**config.mk**
```make
export PLATFORM = sky130hd
export DESIGN_NAME = pipe_stage_reg
export DESIGN_NICKNAME = d
export VERILOG_FILES = /design/src/rtl/pipe_stage_reg.sv
export SDC_FILE = /design/constraint.sdc
export NUM_CORES = 1
export LEC_CHECK = 0
export ABC_AREA = 1
export CAP_MARGIN = 10
export CORE_ASPECT_RATIO = 0.6
export CORE_MARGIN = 2
export CORE_UTILIZATION = 46
export CTS_CLUSTER_DIAMETER = 100
export DETAILED_ROUTE_END_ITERATION = 7
export PLACE_DENSITY = 0.86
export SLEW_MARGIN = 10
export SYNTH_ARGS = -nofsm -noshare
export SYNTH_HDL_FRONTEND = slang
export SYNTH_SLANG_ARGS = --single-unit
```
**constraint.sdc**
```tcl
create_clock -name clk -period 8.7 [get_ports clk]
set_clock_uncertainty 0.15 [all_clocks]
set_input_delay 2.175 -clock clk [delete_from_list [all_inputs] [get_ports clk]]
set_output_delay 2.175 -clock clk [all_outputs]
set_load 0.05 [all_outputs]
```
**src/rtl/pipe_stage_reg.sv**
```systemverilog
// pipe_stage_reg: handshaked pipeline-stage register with flush, bubble
// insertion and a saturating stall counter.
// Build option: define PIPE_STAGE_SKID_EN for a two-entry skid buffer with a
// registered in_ready; leave it undefined for a single entry with a
// combinational in_ready.
module pipe_stage_reg #(
    parameter int unsigned CTRL_W = 4,
    parameter int unsigned DATA_W = 64,
    parameter int unsigned TAG_W  = 5,
    parameter int unsigned CNT_W  = 16
) (
    input  logic              clk,
    input  logic              reset,
    input  logic              flush,
    input  logic              in_valid,
    output logic              in_ready,
    input  logic [CTRL_W-1:0] in_ctrl,
    input  logic [DATA_W-1:0] in_data,
    input  logic [TAG_W-1:0]  in_tag,
    output logic              out_valid,
    input  logic              out_ready,
    output logic [CTRL_W-1:0] out_ctrl,
    output logic [DATA_W-1:0] out_data,
    output logic [TAG_W-1:0]  out_tag,
    output logic [CNT_W-1:0]  stall_cnt
);

    // Main entry: always drives the outputs.
    logic              main_valid_q;
    logic [CTRL_W-1:0] main_ctrl_q;
    logic [DATA_W-1:0] main_data_q;
    logic [TAG_W-1:0]  main_tag_q;

    logic in_xfer;
    logic out_xfer;

    assign out_valid = main_valid_q;
    // Bubbles carry an all-zero control bundle so downstream never acts on them.
    assign out_ctrl  = main_valid_q ? main_ctrl_q : '0;
    assign out_data  = main_data_q;
    assign out_tag   = main_tag_q;

    assign in_xfer   = in_valid && in_ready;
    assign out_xfer  = main_valid_q && out_ready;

`ifdef PIPE_STAGE_SKID_EN
    typedef enum logic [1:0] {
        StEmpty,
        StOne,
        StTwo
    } state_e;

    state_e            state_q;
    logic              in_ready_q;
    logic [CTRL_W-1:0] skid_ctrl_q;
    logic [DATA_W-1:0] skid_data_q;
    logic [TAG_W-1:0]  skid_tag_q;

    assign in_ready = in_ready_q;

    // Skid FSM: the skid entry catches the one input accepted while the
    // output stalls; in_ready is registered and low only in StTwo.
    always_ff @(posedge clk or posedge reset) begin
        if (reset) begin
            state_q      <= StEmpty;
            in_ready_q   <= 1'b1;
            main_valid_q <= 1'b0;
            main_ctrl_q  <= '0;
            main_data_q  <= '0;
            main_tag_q   <= '0;
            skid_ctrl_q  <= '0;
            skid_data_q  <= '0;
            skid_tag_q   <= '0;
        end else if (flush) begin
            state_q      <= StEmpty;
            in_ready_q   <= 1'b1;
            main_valid_q <= 1'b0;
        end else begin
            unique case (state_q)
                StEmpty: begin
                    if (in_xfer) begin
                        main_ctrl_q  <= in_ctrl;
                        main_data_q  <= in_data;
                        main_tag_q   <= in_tag;
                        main_valid_q <= 1'b1;
                        state_q      <= StOne;
                    end
                end
                StOne: begin
                    if (in_xfer && !out_xfer) begin
                        skid_ctrl_q <= in_ctrl;
                        skid_data_q <= in_data;
                        skid_tag_q  <= in_tag;
                        in_ready_q  <= 1'b0;
                        state_q     <= StTwo;
                    end else if (out_xfer && !in_xfer) begin
                        main_valid_q <= 1'b0;
                        state_q      <= StEmpty;
                    end else if (in_xfer && out_xfer) begin
                        main_ctrl_q <= in_ctrl;
                        main_data_q <= in_data;
                        main_tag_q  <= in_tag;
                    end
                end
                StTwo: begin
                    if (out_xfer) begin
                        main_ctrl_q <= skid_ctrl_q;
                        main_data_q <= skid_data_q;
                        main_tag_q  <= skid_tag_q;
                        in_ready_q  <= 1'b1;
                        state_q     <= StOne;
                    end
                end
                default: begin
                    state_q      <= StEmpty;
                    in_ready_q   <= 1'b1;
                    main_valid_q <= 1'b0;
                end
            endcase
        end
    end
`else
    // Single entry: accept when empty or when the held entry leaves this cycle.
    assign in_ready = !main_valid_q || out_ready;

    // Main entry load / drain; flush drops both held and incoming entries.
    always_ff @(posedge clk or posedge reset) begin
        if (reset) begin
            main_valid_q <= 1'b0;
            main_ctrl_q  <= '0;
            main_data_q  <= '0;
            main_tag_q   <= '0;
        end else if (flush) begin
            main_valid_q <= 1'b0;
        end else if (in_xfer) begin
            main_ctrl_q  <= in_ctrl;
            main_data_q  <= in_data;
            main_tag_q   <= in_tag;
            main_valid_q <= 1'b1;
        end else if (out_xfer) begin
            main_valid_q <= 1'b0;
        end
    end
`endif

    // Saturating stall counter; only reset clears it, flush leaves it alone.
    always_ff @(posedge clk or posedge reset) begin
        if (reset) begin
            stall_cnt <= '0;
        end else if (main_valid_q && !out_ready && (stall_cnt != {CNT_W{1'b1}})) begin
            stall_cnt <= stall_cnt + 1'b1;
        end
    end

endmodule

```
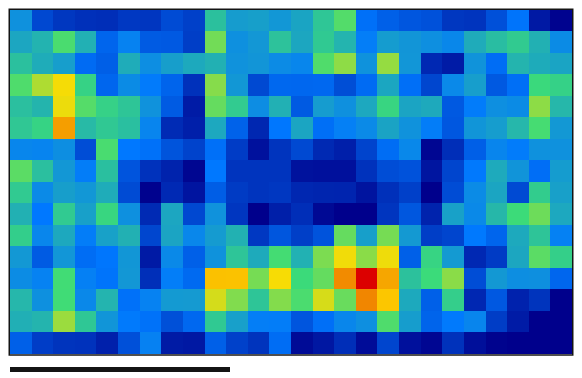
(images/wire_density.png)
Scale bar: 50 um. 26 x 16 tiles, from dark blue (low) to red (high), scaled to the fullest tile. Values are wire area over tile area, all layers added.
12% of the tiles are over half the peak. The emptiest ninth of the die: centre. The mean over all tiles is 0.16. The densest ninth of the die: south. 4.1% of the tiles are nearly empty. The fullest tile reaches 0.56.
total track usage: 20.39%
WL per Instance: 16.00 um
DRT Wirelength: 9.922 mm
vias post-DR: 2996

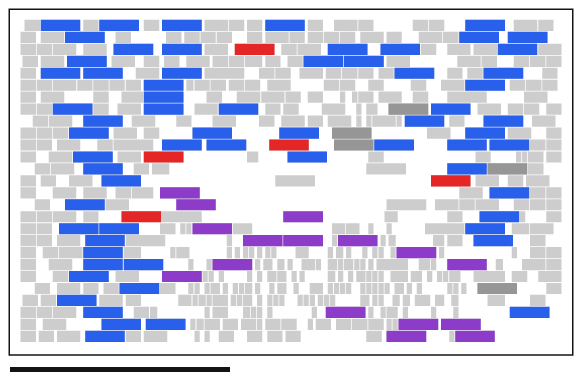
(images/registers.png)
Scale bar: 50 um. Other sequential cells in the stronger grey, the rest of the logic in the fainter grey.
Key: purple = stall_cnt [placed flops 16]; red = out_tag [placed flops 5]; blue = out_data [placed flops 64, where all over the die]

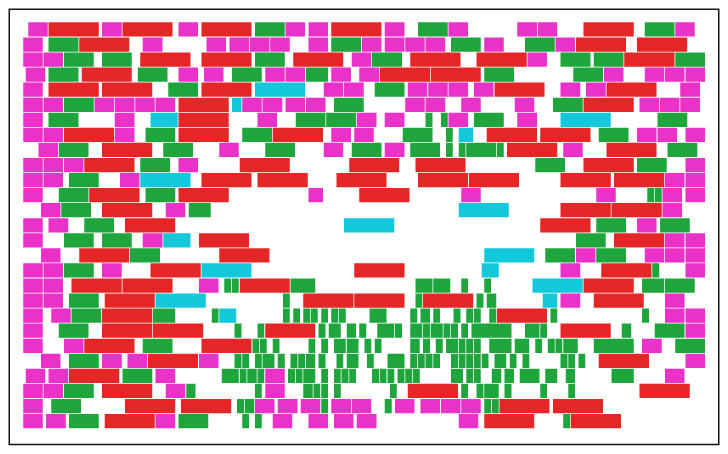
(images/cell_classes.png)
Key: magenta = other buffers and delay cells [cells 169, share of their area 28%]; green = all other logic [cells 229, share of their area 30%]; cyan = clock drivers and dummy loads [cells 16, share of their area 4.8%]; red = flops [cells 90, share of their area 37%]
Seq area share: 36.28%
Final Cell Area: 6208 um2
core outline area: 9054 um2
Util after Layout: 68.57%
row cnt: 27

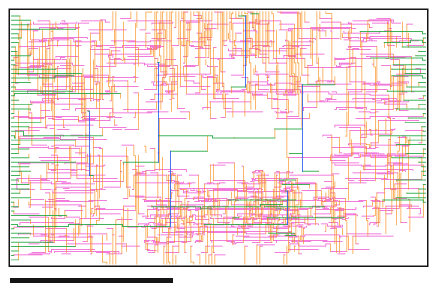
(images/metal_stack.png)
Scale bar: 50 um.
Key: orange = met2 [wire length 4400 um]; magenta = met1 [wire length 4450 um]; blue = met4 [wire length 132 um]; green = met3 [wire length 942 um]

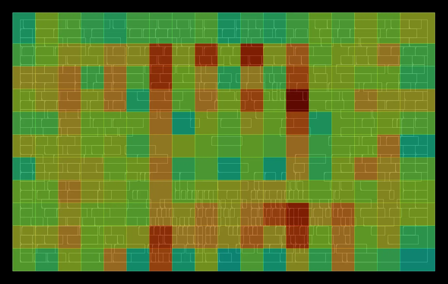
(images/final_congestion.png)
GR Util met1: 26.88%
met2 Resource Use GR: 31.55%
GR peak layer: met2

==> flow_metrics.tcl <==
# place-and-route summary
set metrics [dict create \
    fillCellCount 649 \
    antenna_found_initial 0 \
    dieWidth_um 127.9 \
    synth-edff-count 0 \
    warnings 26 \
    drt-initial-drc-count 84 \
    yosysWarningCount 0 \
    initial_core_util_pct 46.77 \
    ys_top_logic_family "multiplexers" \
    hold_viol_final 0 \
    holdPathStages 1 \
    cts_tree "done" \
    start_kind "input pin" \
    cp-end-kind "output pin" \
    p_comb_share_pct 38.1 \
    placedCellCount 604 \
    hp-start "out_data[16]" \
    holdWs_ns 0.3581 \
    netSwitchingFraction_pct 36.80 \
    worst_path_max_delay_cell "clkdlybuf4s50_1" \
    grt_max_degree 74 \
    clock_latency_ns 0.33 \
    irDropWorstVdd_mv 0.1240 \
    dieHeight_um 78.32 \
    synth_area_um2 4234 \
    numSynthFlops 90 \
    post-cts-setup-buffers 0 \
    dp_hpwl_mm 7.260 \
    area_leaders "dfrtp_1 53%, mux2_4 25%, nand2_1 6.4%, buf_12 3.3%, inv_1 2.2%" \
    tightest_slew_ns 0.8393 \
    async_flop_share_pct 100.0 \
    synth_top_cell_by_area "dfrtp_1" \
    port_buffers 168 \
    yosysChipArea_um2 4234 \
    yosys.area_share.aoi_pct 0.8570 \
    status "finished clean" \
]
[power groups by stage]
stage,combinational [mW],clock (mW),sequential [mW]
2_1_floorplan,0.146,0,0.763
3_3_place_gp,0.553,0,0.540
3_5_place_dp,0.562,0,0.543
4_1_cts,0.564,0.382,0.539
5_1_grt,0.583,0.399,0.548
6_report,0.559,0.370,0.539
[layout make-up]
type / count / area share (%)
clock buffer: 11 / 4.071
clock inverter: 5 / 0.6046
tap: 116 / 2.338
timing repair buffer: 169 / 27.21
sequential: 90 / 36.28
inverter: 26 / 1.592
multi-input combinational: 203 / 27.91
[per-stage QoR]
step | worst slack, ns | instance area [um2] | utilization [%]
floorplan | 3.951 | 4234 | -
global placement | 2.697 | 5918 | 65.37
detailed placement | 2.693 | 5918 | 65.37
CTS | 2.692 | 6208 | 68.57
global route | 2.662 | 6208 | 68.57
finish | 2.699 | 6208 | 68.57
[cells by family after synthesis]
kind of cell | after synthesis
AOI/OAI and AO/OA | 5
xor gates and xnor gates | 3
adders and majority gates | 1
buffers and inverters | 34
DFF | 90
muxes | 73
and+or+nand+nor | 121
[worst max-delay path by stage]
stage	slack (ns)	cells after the start	endpoint
after floorplan	3.95	2	in_ready
after global placement	2.70	4	in_ready
after detailed placement	2.69	4	in_ready
after CTS	2.69	4	in_ready
after global routing	2.66	4	in_ready
final	2.70	4	in_ready
[metal layers]
metal,routed length (um),GRT usage (%),vias to the layer above
met5,0,0,-
met2,4401,31.55,137
met1,4446,26.88,1433
met3,942,7.771,15
met4,131,5.934,0
li1,-,-,1411
[layout by cell type (no fill, tap or decap), drive strengths merged, types with 2 or more instances in the layout]
cell / synthesis / layout
clkinvlp: 0 / 2
nor3: 2 / 2
mux2: 73 / 73
o21ai: 4 / 4
nand2: 78 / 78
dfrtp: 90 / 90
inv: 26 / 26
nand3: 9 / 9
nand4: 7 / 7
nor2: 21 / 21
xor2: 2 / 2
clkdlybuf4s50: 0 / 168
nand3b: 4 / 4
clkbuf: 0 / 11
clkinv: 0 / 3
[sequential cells by signal, indices dropped and copies added, names as in the netlist]
| name | cells |
|---|---|
| stall_cnt | 16 |
| out_valid | 1 |
| out_data | 64 |
| out_tag | 5 |
| main_ctrl_q | 4 |
